Fig. 1: run 1, port wiring
Drawn at 3 px/um.
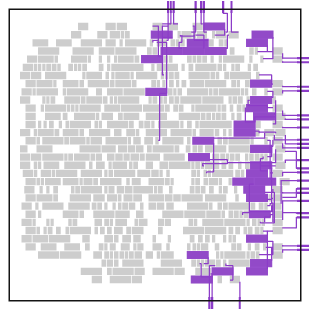
Fig. 2: run 1, cell outlines without signal wires
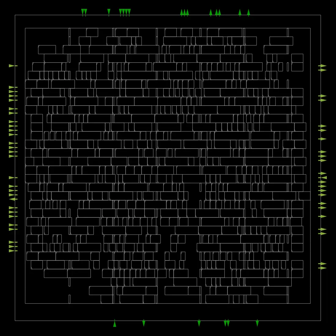
Fig. 3: run 1, ports around the boundary
Drawn at 4 px/um. Pins as bars across the die edge, other pins in gray.
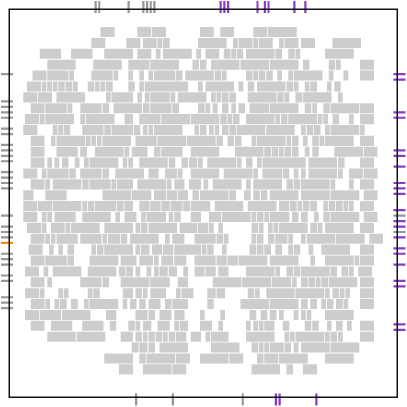
[config.mk]
export PLATFORM = sky130hd
export DESIGN_NAME = bus_spi_master_flat
export DESIGN_NICKNAME = d
export VERILOG_FILES = /design/src/rtl/bus_spi_master_pkg.sv /design/src/rtl/bus_spi_master_if.sv /design/src/rtl/bus_spi_phase_cnt.sv /design/src/rtl/bus_spi_master.sv /design/src/flat_wrapper.sv
export SDC_FILE = /design/constraint.sdc
export NUM_CORES = 1
export LEC_CHECK = 0
export CORE_MARGIN = 3
export CORE_UTILIZATION = 58
export CTS_CLUSTER_SIZE = 25
export DETAILED_ROUTE_END_ITERATION = 16
export HOLD_SLACK_MARGIN = 0.15
export PLACE_DENSITY = 0.88
export SLEW_MARGIN = 20
export SYNTH_ARGS = -nofsm -noshare
export SYNTH_HDL_FRONTEND = slang
export SYNTH_SLANG_ARGS = --single-unit
[constraint.sdc]
create_clock -name clk_in -period 3.1 [get_ports clk_in]
set_input_delay 0.31 -clock clk_in [delete_from_list [all_inputs] [get_ports clk_in]]
set_output_delay 0.31 -clock clk_in [all_outputs]
set_load 0.1 [all_outputs]
[src/rtl/bus_spi_master_pkg.sv]
`default_nettype none
// ============================================================================
//  Module   : bus_spi_pkg
//  Purpose  : Shared types and constants for the bus_spi_master SPI engine:
//             FSM state encoding, default word width and mode-0 idle levels.
//  Revision : 1.0  initial release
// ============================================================================
package bus_spi_pkg;

    localparam int c_DEF_DATA_WIDTH = 32;

    // Mode 0 (CPOL=0): SCK rests low, CS inactive high, MOSI parked low.
    localparam logic c_SCK_IDLE  = 1'b0;
    localparam logic c_MOSI_IDLE = 1'b0;
    localparam logic c_CS_N_IDLE = 1'b1;

    typedef enum logic [2:0] {
        IDLE     = 3'd0,
        SETUP    = 3'd1,
        SHIFT_LO = 3'd2,
        SHIFT_HI = 3'd3,
        HOLD     = 3'd4,
        GAP      = 3'd5,
        WAIT_REL = 3'd6
    } state_t;

    function automatic int max4(input int a, input int b, input int c, input int d);
        int m;
        m = a;
        if (b > m) m = b;
        if (c > m) m = c;
        if (d > m) m = d;
        return m;
    endfunction

endpackage
`default_nettype wire

[src/rtl/bus_spi_master_if.sv]
`default_nettype none
// ============================================================================
//  Module   : bus_spi_master_if
//  Purpose  : Bundles the sequencer handshake (data_in/enable/busy/data_out)
//             and the four SPI pins of the bus_spi_master engine.
//  Modports : master - the SPI engine (drives busy, data_out, SCK/MOSI/CS_n)
//             slave  - the surrounding logic (drives data_in, enable, MISO)
//  Revision : 1.0  initial release
// ============================================================================
interface bus_spi_master_if
    import bus_spi_pkg::*;
#(
    parameter int DATA_WIDTH = c_DEF_DATA_WIDTH
) ();

    logic [DATA_WIDTH-1:0] data_in;
    logic                  enable;
    logic                  busy;
    logic [DATA_WIDTH-1:0] data_out;
    logic                  spi_sck;
    logic                  spi_mosi;
    logic                  spi_cs_n;
    logic                  spi_miso;

    modport master (
        input  data_in, enable, spi_miso,
        output busy, data_out, spi_sck, spi_mosi, spi_cs_n
    );

    modport slave (
        output data_in, enable, spi_miso,
        input  busy, data_out, spi_sck, spi_mosi, spi_cs_n
    );

endinterface
`default_nettype wire

[src/rtl/bus_spi_phase_cnt.sv]
`default_nettype none
// ============================================================================
//  Module   : bus_spi_phase_cnt
//  Purpose  : Loadable down-counter with terminal indication. Loading N-1 on
//             entry to a phase makes o_tc true in the N-th cycle of it, so
//             the FSM leaves the phase after exactly N cycles.
//  Ports    : clk, rst     - clock, synchronous active-high reset
//             i_load       - load i_load_val (has priority over counting)
//             i_load_val   - value to load
//             o_tc         - count has reached zero
//  Revision : 1.0  initial release
// ============================================================================
module bus_spi_phase_cnt
    import bus_spi_pkg::*;
#(
    parameter int WIDTH = 2
) (
    input  wire              clk,
    input  wire              rst,
    input  wire              i_load,
    input  wire [WIDTH-1:0]  i_load_val,
    output logic             o_tc
);

    logic [WIDTH-1:0] r_cnt;

    always_ff @(posedge clk) begin
        if (rst) begin
            r_cnt <= '0;
        end else if (i_load) begin
            r_cnt <= i_load_val;
        end else if (r_cnt != '0) begin
            r_cnt <= r_cnt - WIDTH'(1);
        end
    end

    assign o_tc = (r_cnt == '0);

endmodule
`default_nettype wire

[src/rtl/bus_spi_master.sv]
`default_nettype none
// ============================================================================
//  Module   : bus_spi_master
//  Purpose  : Mode-0 SPI master shift engine. One DATA_WIDTH word per
//             enable/busy handshake, shifted MSB-first on MOSI while the MISO
//             word is captured on each SCK rising edge.
//  Ports    : clk_in - clock (spi_clk domain)
//             reset  - synchronous active-high reset
//             bus    - bus_spi_master_if.master (handshake + SPI pins)
//  Revision : 1.0  initial release
// ============================================================================
module bus_spi_master
    import bus_spi_pkg::*;
#(
    parameter int DATA_WIDTH = c_DEF_DATA_WIDTH,
    parameter int CLK_DIV    = 2,
    parameter int CS_SETUP   = 1,
    parameter int CS_HOLD    = 1,
    parameter int CS_IDLE    = 1
) (
    input  wire              clk_in,
    input  wire              reset,
    bus_spi_master_if.master bus
);

    // One shared phase timer covers SETUP, both SCK half-periods, HOLD, GAP.
    localparam int c_CNT_MAX = max4(CS_SETUP, CLK_DIV, CS_HOLD, CS_IDLE);
    localparam int c_CNT_W   = $clog2(c_CNT_MAX + 1);
    localparam int c_BIT_W   = $clog2(DATA_WIDTH + 1);

    localparam logic [c_CNT_W-1:0] c_LD_SETUP = c_CNT_W'(CS_SETUP - 1);
    localparam logic [c_CNT_W-1:0] c_LD_HALF  = c_CNT_W'(CLK_DIV - 1);
    localparam logic [c_CNT_W-1:0] c_LD_HOLD  = c_CNT_W'(CS_HOLD - 1);
    localparam logic [c_CNT_W-1:0] c_LD_IDLE  = c_CNT_W'(CS_IDLE - 1);
    localparam logic [c_BIT_W-1:0] c_LAST_BIT = c_BIT_W'(DATA_WIDTH - 1);

    state_t                  r_state,    w_state_nxt;
    logic                    r_busy,     w_busy_nxt;
    logic                    r_sck,      w_sck_nxt;
    logic                    r_mosi,     w_mosi_nxt;
    logic                    r_cs_n,     w_cs_n_nxt;
    logic                    r_armed,    w_armed_nxt;
    logic [DATA_WIDTH-1:0]   r_data_out, w_data_out_nxt;
    logic [DATA_WIDTH-1:0]   r_tx,       w_tx_nxt;
    logic [DATA_WIDTH-1:0]   r_rx,       w_rx_nxt;
    logic [c_BIT_W-1:0]      r_bit_cnt,  w_bit_cnt_nxt;

    logic                    w_load;
    logic [c_CNT_W-1:0]      w_load_val;
    logic                    w_tc;

    bus_spi_phase_cnt #(
        .WIDTH (c_CNT_W)
    ) u_phase_cnt (
        .clk        (clk_in),
        .rst        (reset),
        .i_load     (w_load),
        .i_load_val (w_load_val),
        .o_tc       (w_tc)
    );

    always_ff @(posedge clk_in) begin
        if (reset) begin
            r_state    <= IDLE;
            r_busy     <= 1'b0;
            r_sck      <= c_SCK_IDLE;
            r_mosi     <= c_MOSI_IDLE;
            r_cs_n     <= c_CS_N_IDLE;
            r_armed    <= 1'b1;
            r_data_out <= '0;
            r_tx       <= '0;
            r_rx       <= '0;
            r_bit_cnt  <= '0;
        end else begin
            r_state    <= w_state_nxt;
            r_busy     <= w_busy_nxt;
            r_sck      <= w_sck_nxt;
            r_mosi     <= w_mosi_nxt;
            r_cs_n     <= w_cs_n_nxt;
            r_armed    <= w_armed_nxt;
            r_data_out <= w_data_out_nxt;
            r_tx       <= w_tx_nxt;
            r_rx       <= w_rx_nxt;
            r_bit_cnt  <= w_bit_cnt_nxt;
        end
    end

    always_comb begin
        w_state_nxt    = r_state;
        w_busy_nxt     = r_busy;
        w_sck_nxt      = r_sck;
        w_mosi_nxt     = r_mosi;
        w_cs_n_nxt     = r_cs_n;
        // Any low cycle of enable re-arms; the sequencer's one-cycle drop
        // between words relies on this being state independent.
        w_armed_nxt    = r_armed | ~bus.enable;
        w_data_out_nxt = r_data_out;
        w_tx_nxt       = r_tx;
        w_rx_nxt       = r_rx;
        w_bit_cnt_nxt  = r_bit_cnt;
        w_load         = 1'b0;
        w_load_val     = '0;

        case (r_state)
            IDLE: begin
                if (bus.enable && r_armed) begin
                    w_state_nxt   = SETUP;
                    w_busy_nxt    = 1'b1;
                    w_cs_n_nxt    = 1'b0;
                    w_mosi_nxt    = bus.data_in[DATA_WIDTH-1];
                    w_tx_nxt      = bus.data_in;
                    w_rx_nxt      = '0;
                    w_bit_cnt_nxt = '0;
                    w_armed_nxt   = 1'b0;
                    w_load        = 1'b1;
                    w_load_val    = c_LD_SETUP;
                end
            end

            SETUP: begin
                if (w_tc) begin
                    w_state_nxt = SHIFT_LO;
                    w_load      = 1'b1;
                    w_load_val  = c_LD_HALF;
                end
            end

            SHIFT_LO: begin
                if (w_tc) begin
                    w_state_nxt = SHIFT_HI;
                    w_sck_nxt   = 1'b1;
                    w_rx_nxt    = {r_rx[DATA_WIDTH-2:0], bus.spi_miso};
                    w_load      = 1'b1;
                    w_load_val  = c_LD_HALF;
                end
            end

            SHIFT_HI: begin
                if (w_tc) begin
                    w_sck_nxt     = 1'b0;
                    w_bit_cnt_nxt = r_bit_cnt + c_BIT_W'(1);
                    w_load        = 1'b1;
                    if (r_bit_cnt == c_LAST_BIT) begin
                        w_state_nxt = HOLD;
                        w_load_val  = c_LD_HOLD;
                    end else begin
                        // MOSI advances on the same edge SCK falls.
                        w_state_nxt = SHIFT_LO;
                        w_tx_nxt    = {r_tx[DATA_WIDTH-2:0], 1'b0};
                        w_mosi_nxt  = r_tx[DATA_WIDTH-2];
                        w_load_val  = c_LD_HALF;
                    end
                end
            end

            HOLD: begin
                if (w_tc) begin
                    w_state_nxt = GAP;
                    w_cs_n_nxt  = c_CS_N_IDLE;
                    w_mosi_nxt  = c_MOSI_IDLE;
                    w_load      = 1'b1;
                    w_load_val  = c_LD_IDLE;
                end
            end

            GAP: begin
                if (w_tc) begin
                    w_busy_nxt     = 1'b0;
                    w_data_out_nxt = r_rx;
                    w_state_nxt    = bus.enable ? WAIT_REL : IDLE;
                end
            end

            WAIT_REL: begin
                if (!bus.enable) begin
                    w_state_nxt = IDLE;
                end
            end

            default: begin
                w_state_nxt = IDLE;
            end
        endcase
    end

    assign bus.busy     = r_busy;
    assign bus.data_out = r_data_out;
    assign bus.spi_sck  = r_sck;
    assign bus.spi_mosi = r_mosi;
    assign bus.spi_cs_n = r_cs_n;

endmodule
`default_nettype wire

[src/flat_wrapper.sv]
// flat-port wrapper written by rule: the top's interface ports become plain ports
module bus_spi_master_flat import bus_spi_pkg::*;
#(
    parameter int DATA_WIDTH = c_DEF_DATA_WIDTH,
    parameter int CLK_DIV    = 2,
    parameter int CS_SETUP   = 1,
    parameter int CS_HOLD    = 1,
    parameter int CS_IDLE    = 1
)
  (clk_in, reset, bus_data_in, bus_enable, bus_spi_miso, bus_busy, bus_data_out, bus_spi_sck, bus_spi_mosi, bus_spi_cs_n);
  bus_spi_master_if #(.DATA_WIDTH(DATA_WIDTH)) bus_i ();
  input  wire clk_in;
  input  wire reset;
  input wire logic [$bits(bus_i.data_in)-1:0] bus_data_in;
  input wire logic [$bits(bus_i.enable)-1:0] bus_enable;
  input wire logic [$bits(bus_i.spi_miso)-1:0] bus_spi_miso;
  output wire logic [$bits(bus_i.busy)-1:0] bus_busy;
  output wire logic [$bits(bus_i.data_out)-1:0] bus_data_out;
  output wire logic [$bits(bus_i.spi_sck)-1:0] bus_spi_sck;
  output wire logic [$bits(bus_i.spi_mosi)-1:0] bus_spi_mosi;
  output wire logic [$bits(bus_i.spi_cs_n)-1:0] bus_spi_cs_n;
  assign bus_i.data_in = bus_data_in;
  assign bus_i.enable = bus_enable;
  assign bus_i.spi_miso = bus_spi_miso;
  assign bus_busy = bus_i.busy;
  assign bus_data_out = bus_i.data_out;
  assign bus_spi_sck = bus_i.spi_sck;
  assign bus_spi_mosi = bus_i.spi_mosi;
  assign bus_spi_cs_n = bus_i.spi_cs_n;
  bus_spi_master #(.DATA_WIDTH(DATA_WIDTH), .CLK_DIV(CLK_DIV), .CS_SETUP(CS_SETUP), .CS_HOLD(CS_HOLD), .CS_IDLE(CS_IDLE)) u_core (.clk_in(clk_in), .reset(reset), .bus(bus_i));
endmodule
==> impl_metrics.csv, run 1 <==
group,metric,value,unit
yosys,ys_warn_count,0,
final_timing,post-route-period-util,0.8381,
pwr,p_leak,1.894,nW
yosys,ys_cells,581,
pwr,clockPowerShare,0.274,
pwr,p_per_area,633.5,nW/um^2
yosys,ys_types,44,
drt,drt_iter0_drc,196,
pwr,p_int,0.002378,W
setup_path,path_class,"reg -> reg",
finish,clk_share,0.04104,
pwr,switchingPower,0.001234,W
finish,nonClockInverterCount,7,
yosys,synthAdderAreaFrac,0.005252,
yosys,syn-num-nets,619,
pwr,maxPowerGroup,"registers",
placement,dp_hpwl,6.666,mm
yosys,syn_area,4765,sq um
cts,clock_sinks,111,
cts,cts_tree,"done",
final_timing,fin_setup_tns,0,ns
finish,area_delta_synth_final,19.67,%
finish,dominant_cells,"combinational gates",
final_timing,relSlewSlack,0.3522,
finish,lay_top_cells,"nand2_1, dfxtp_1, a21oi_1",
final_timing,finalSetupViolCount,0,
flow_run,cap_violations,0,
final_timing,fin_ws,0.5019,ns
final_timing,finalHoldWorstSlack,0.4589,ns
finish,comb_area_frac,0.4036,
finish,drive_gt1_frac,0.1058,
flow_run,warnings,26,
drt,dr.pass1.iters,5,
setup_path,cp_num_buf_inv,1,
yosys,ys_top_logic_family,"AND-OR/OR-AND gates",
final_timing,grt_setup_unrepaired,"false",
floorplanning,die_area,9338,sq um
setup_path,critPathSlowestCell,"dfxtp_1",
cts,h-tree-depth,3,
cts,cts-root-buf,"clkbuf_8",
finish,final.clkbuf_count,9,
finish,layout.comb_gates.multi_input,408,
cts,numCtsBuffers,9,
run_status,status,"completed",
finish,diodes,0,
finish,fin_area,5702,sq um
setup_path,worst-path-max-fanout,32,
grt,gr-total-overflow,0,
final_timing,slew_viol_final,0,
finish,fillers,600,
pwr,p_clk,0.000988,W
yosys,numSynthFlops,111,
grt,grt_max_degree,69,
grt,grt_pass1_vias,4003,
cts,clockBufferDepth,2,
yosys,async_flop_share,0,
drt,routedWlPerCell,14.28,um
finish,utilization,0.7266,
setup_path,cp_top_family,"simple AND/OR/NAND/NOR gates",
cts,post-cts-setup-buffers,0,
final_timing,final.min_clock_period,2.598,ns
grt,grt_pass1_wl,17.58,mm
setup_path,startpoint_type,"flop",
yosys,simple_gate_area_frac,0.2164,
yosys,edf_count,0,
pwr,power_frac_comb,0.263,
hold_path,hold_path_class,"reg -> reg",
final_timing,fmax,384.9,MHz
pwr,power.total,0.003612,W
yosys,seq_area_frac_synth,0.4664,
pwr,powerComb,0.000952,W
finish,lay_top_count,"nand2_1",
grt,antenna_found_initial,0,
drt,postRouteAntennaNets,0,
pwr,worst_ir_drop_vdd,0.4268,mV
placement,placed_cells,710,
pwr,seq_power_share,0.463,
finish,buf_share,0.1387,
yosys,syn_avg_cell_area,8.201,sq um
cts,cts_hold_buf,0,
cts,post_cts_resized,0,
pwr,p_seq,0.00167,W
drt,vias,4231,
setup_path,worstPathRequired,3.37,ns
final_timing,skew,0.01170,ns
finish,regArea,2222,sq um
placement,place_ws,0.5545,ns
setup_path,crit_arrival,2.87,ns
finish,finalNetCount,657,
placement,gp_congestion,0.8076,
yosys,synth-compound-area-share,0.2458,
drt,drc,0,
final_timing,final_hold_viol_count,0,
yosys,flop_cell,"dfxtp_1",
cts,clk_latency,0.37,ns
final_timing,worst_pin_slew,0.9687,ns
yosys,syn_inst,581,
yosys,yosys_area,4765,sq um
drt,viasPerCell,5.828,
-- Fig. 1 (at the start) --
`bus_data_out` -> purple  # bits 32, direction output, edge 21 right, 8 top, 3 bottom, end cells 32, buffers 32, wire 660 um
Boundary Pins: 72
port bufs: 71

-- Fig. 2 (at the start) --
Well Taps: 102
Site Rows: 32
final non-filler cell total: 726
sequential share of cell area: 0.3897
core footprint: 7848 sq um

-- Fig. 3 (at the start) --
`bus_data_out` -> purple  # pins 32, direction output, edge 21 right, 8 top, 3 bottom
`bus_spi_mosi` -> orange  # pins 1, direction output, edge left
Die Ht: 96.64 um
die width: 96.64 um

-- run 1: logic make-up after synthesis --
kind of cell | Yosys count
compound gates | 161
xor+xnor | 4
fa+ha+maj | 2
buf+inv | 62
flops | 111
mux | 1
simple gates | 240
-- run 1: final timing paths --
path | startpoint | to | slack (ns) | depth (start not counted)
setup / recovery | u_core.r_state[1] | u_core.r_tx[30] | 0.50 | 5
hold / removal | u_core.bus.data_out[22] | u_core.bus.data_out[22] | 0.46 | 2
setup reg to reg | u_core.r_state[1] | u_core.r_tx[30] | 0.50 | 5
hold reg to reg | u_core.bus.data_out[22] | u_core.bus.data_out[22] | 0.46 | 2
-- run 1: cells in the mapped netlist (2+ instances only) --
cell | count | share of area
nand2b_1 | 3 | 0.0039
nor2_1 | 14 | 0.011
a211oi_1 | 5 | 0.0079
ha_1 | 2 | 0.0053
clkbuf_1 | 45 | 0.035
a311oi_2 | 29 | 0.091
nand2_1 | 165 | 0.13
o21ai_0 | 8 | 0.0084
or3_1 | 3 | 0.0039
nand3_1 | 41 | 0.043
o2111ai_1 | 2 | 0.0037
dfxtp_1 | 111 | 0.47
buf_2 | 6 | 0.0063
inv_1 | 7 | 0.0055
nand4_1 | 2 | 0.0026
a21oi_1 | 100 | 0.11
nor3_1 | 2 | 0.0021
xnor2_1 | 4 | 0.0074
a32oi_1 | 2 | 0.0037
buf_6 | 4 | 0.0095
or2_2 | 2 | 0.0026
a311oi_1 | 2 | 0.0037
-- run 1: per-layer routing --
metal | part of all wire | track usage | up-vias
li1 | - | - | 2089
met5 | 0 | 0 | -
met2 | 0.50 | 0.3848 | 127
met1 | 0.43 | 0.2691 | 2005
met3 | 0.052 | 0.03677 | 10
met4 | 0.010 | 0.06587 | 0
--- run 2 (diff from run 1) ---
--- a/config.mk
+++ b/config.mk
@@ -6,11 +6,11 @@
 export NUM_CORES = 1
 export LEC_CHECK = 0
 export CORE_MARGIN = 3
-export CORE_UTILIZATION = 58
+export CORE_UTILIZATION = 54
 export CTS_CLUSTER_SIZE = 25
 export DETAILED_ROUTE_END_ITERATION = 16
 export HOLD_SLACK_MARGIN = 0.15
-export PLACE_DENSITY = 0.88
+export PLACE_DENSITY = 0.83
 export SLEW_MARGIN = 20
 export SYNTH_ARGS = -nofsm -noshare
 export SYNTH_HDL_FRONTEND = slang
==> constraint.sdc (replaced) <==
create_clock -name clk_in -period 2.45 [get_ports clk_in]
set_input_delay 0.245 -clock clk_in [delete_from_list [all_inputs] [get_ports clk_in]]
set_output_delay 0.245 -clock clk_in [all_outputs]
set_load 0.1 [all_outputs]
==> run 2 against run 1 <==
Global-route usage down 0.81 points; critical path depth unchanged; setup slack better by 0.015 ns; sequential power increased by 25%; hold slack worse by 0.15 ns; clock power is 6% higher; fmax up 34%; non-clock buffer count up 5; sequential share of layout area up 0.47 points; total power grew 23%; largest cell class unchanged; highest routed layer unchanged.
==> impl_metrics.csv, run 2 <==
group,metric,value,unit
run_status,status,"completed",
finish,lay_top_count,"nand2_1",
placement,place_ws,0.3925,ns
final_timing,finalSetupViolCount,0,
floorplanning,die_h,99.93,um
setup_path,critPathSlowestCell,"or3_1",
cts,cts_tree,"done",
yosys,yosys.cell_count.top_type,"nand2_1",
placement,portBuffers,71,
yosys,flop_cell,"dfxtp_1",
setup_path,startpoint_type,"flop",
drt,routedWlPerCell,14.30,um
hold_path,hold_path_class,"in -> reg",
yosys,largest_area_cell,"dfxtp_1",
cts,post_cts_resized,0,
placement,dp_hpwl,6.881,mm
setup_path,cp_num_buf_inv,1,
flow_run,warnings,26,
yosys,yosys-top-cells-area,"dfxtp_1, nand2_1, a21oi_1, a311oi_2, nand3_1",
final_timing,grt_setup_unrepaired,"false",
yosys,top_area_frac,0.4664,
grt,gr-total-overflow,0,
hold_path,hold_path_startpoint,"reset",
finish,area_delta_synth_final,18.25,%
yosys,ys_top_cells_by_count,"nand2_1, dfxtp_1, a21oi_1, clkbuf_1, nand3_1",
floorplanning,fp.dieW,99.93,um
finish,finalNetCount,662,
grt,antenna_found_initial,0,
yosys,syn_inst,581,
cts,clock_sinks,111,
final_timing,worst_pin_slew,0.4476,ns
yosys,seq_area_frac_synth,0.4664,
drt,drc,0,
flow_run,cap_violations,0,
yosys,syn_avg_cell_area,8.201,sq um
setup_path,worstPathRequired,2.73,ns
drt,vias,4171,
setup_path,slowest_delay,0.48,ns
yosys,ys_cells,581,
yosys,yosys_area,4765,sq um
grt,grt_max_degree,72,
setup_path,crit_arrival,2.21,ns
final_timing,finalHoldWorstSlack,0.3120,ns
setup_path,path_class,"reg -> reg",
setup_path,reg2reg_from,"u_core.r_state[0]",
setup_path,worst-path-max-fanout,32,
finish,lay_top_cells,"nand2_1, dfxtp_1, a21oi_1",
yosys,async_flop_share,0,
floorplanning,num_rows,33,
setup_path,critPathLaunch,"u_core.r_state[0]",
finish,diodes,0,
final_timing,final_hold_viol_count,0,
setup_path,cp-end-kind,"flop",
yosys,edf_count,0,
drt,dr.pass1.iters,4,
grt,grt_usage,0.2089,
floorplanning,io_pins,72,
floorplanning,coreArea,8382,sq um
setup_path,cp_top_family,"simple AND/OR/NAND/NOR gates",
finish,drive_gt1_frac,0.1685,
final_timing,relSlewSlack,0.7016,
cts,clk_latency,0.37,ns
floorplanning,die_area,9986,sq um
cts,cts_hold_buf,0,
final_timing,skew,0.01633,ns
floorplanning,fp-utilization,0.5684,
cts,numCtsBuffers,9,
pwr,p_leak,1.976,nW
yosys,ys_warn_count,0,
final_timing,slew_viol_final,0,
cts,clockBufferDepth,2,
yosys,numSynthFlops,111,
pwr,power.total,0.004436,W
drt,postRouteAntennaNets,0,
drt,drt_wl_total,10.50,mm
grt,grt_pass1_wl,17.39,mm
yosys,syn-num-nets,619,
final_timing,fmax,517.3,MHz
pwr,p_per_area,787.3,nW/um^2
drt,drt_iter0_drc,242,
yosys,ys_types,44,
placement,gp_congestion,0.8088,
yosys,syn_area,4765,sq um
final_timing,fin_ws,0.5170,ns
grt,grt_pass1_vias,3810,
cts,post-cts-setup-buffers,0,
cts,cts-root-buf,"clkbuf_8",
setup_path,critical_path.cell_chain,"nand3b_4 -> or3_1 -> and2_1 -> buf_12 -> a311oi_1",
final_timing,fin_setup_tns,0,ns
pwr,worst_ir_drop_vdd,0.4314,mV
cts,clk_pin_slew,0.10,ns
drt,viasPerCell,5.683,
final_timing,post-route-period-util,0.7890,
final_timing,final.min_clock_period,1.933,ns
cts,h-tree-depth,3,
## run 2: cell counts after synthesis
Identical to the previous run, type by type.
## run 2: logic make-up (layout without fill, tap and decap cells)
logic type / Yosys count / after routing / share of synthesized area
AND/OR/NAND/NOR: 240 / 240 / 0.2164
AND-OR/OR-AND: 161 / 161 / 0.2458
flip-flops: 111 / 111 / 0.4664
buffers and inverters: 62 / 110 / 0.05672
XOR/XNOR: 4 / 4 / 0.007352
adder cells (fa/ha/maj): 2 / 2 / 0.005251
multiplexers: 1 / 1 / 0.002101
## run 2: report_power, final
part           leakage (nW)  switching [W]  internal (W)
clock                0.0935       0.000617      0.000433
combinational         0.981       0.000839      0.000471
sequential            0.902       0.000103       0.00197
## run 2: final timing paths
kind                            endpoint  slack (ns)  cells past startpoint
max reg2reg              u_core.r_tx[30]        0.52                      5
min          u_core.u_phase_cnt.r_cnt[1]        0.31                      2
max                      u_core.r_tx[30]        0.52                      5
min reg2reg      u_core.bus.data_out[30]        0.46                      2
## run 2: routing by layer
layer	up-vias	global-route usage	routed length (um)
met4	0	0.05987	96
met3	10	0.04170	514
met5	-	0	0
met1	1948	0.2683	4718
li1	2104	-	-
met2	109	0.3566	5170
## run 2: final cells by class
| cell class | instances | area [sq um] |
|---|---|---|
| clock inverter | 5 | 40.04 |
| sequential | 111 | 2222 |
| tap | 105 | 131.4 |
| clock buffer | 11 | 151.4 |
| multi-input combinational | 408 | 2300 |
| fill | 716 | 2748 |
| timing repair buffer | 87 | 763.2 |
| inverter | 7 | 26.28 |
## run 2: stage by stage
stage | util | instances | instance area [sq um]
after global routing | 0.6722 | 734 | 5634
after floorplan | - | 581 | 4765
final | 0.6722 | 734 | 5634
after global placement | 0.6494 | 718 | 5443
after CTS | 0.6722 | 734 | 5634
after detailed placement | 0.6494 | 718 | 5443
Fig. 4: run 2, cell sizes after repair
Drawn at 4 px/um.
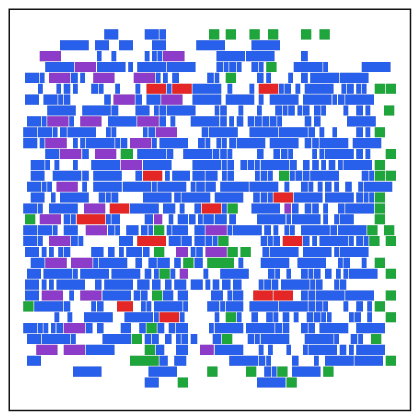
x3 and x4 -> green  # cells 56, share 8.9%
x1 and smaller -> blue  # cells 523, share 83%
x2 -> purple  # cells 36, share 5.7%
x6 and larger -> red  # cells 14, share 2.2%

Power and IR drop assume default switching activity.
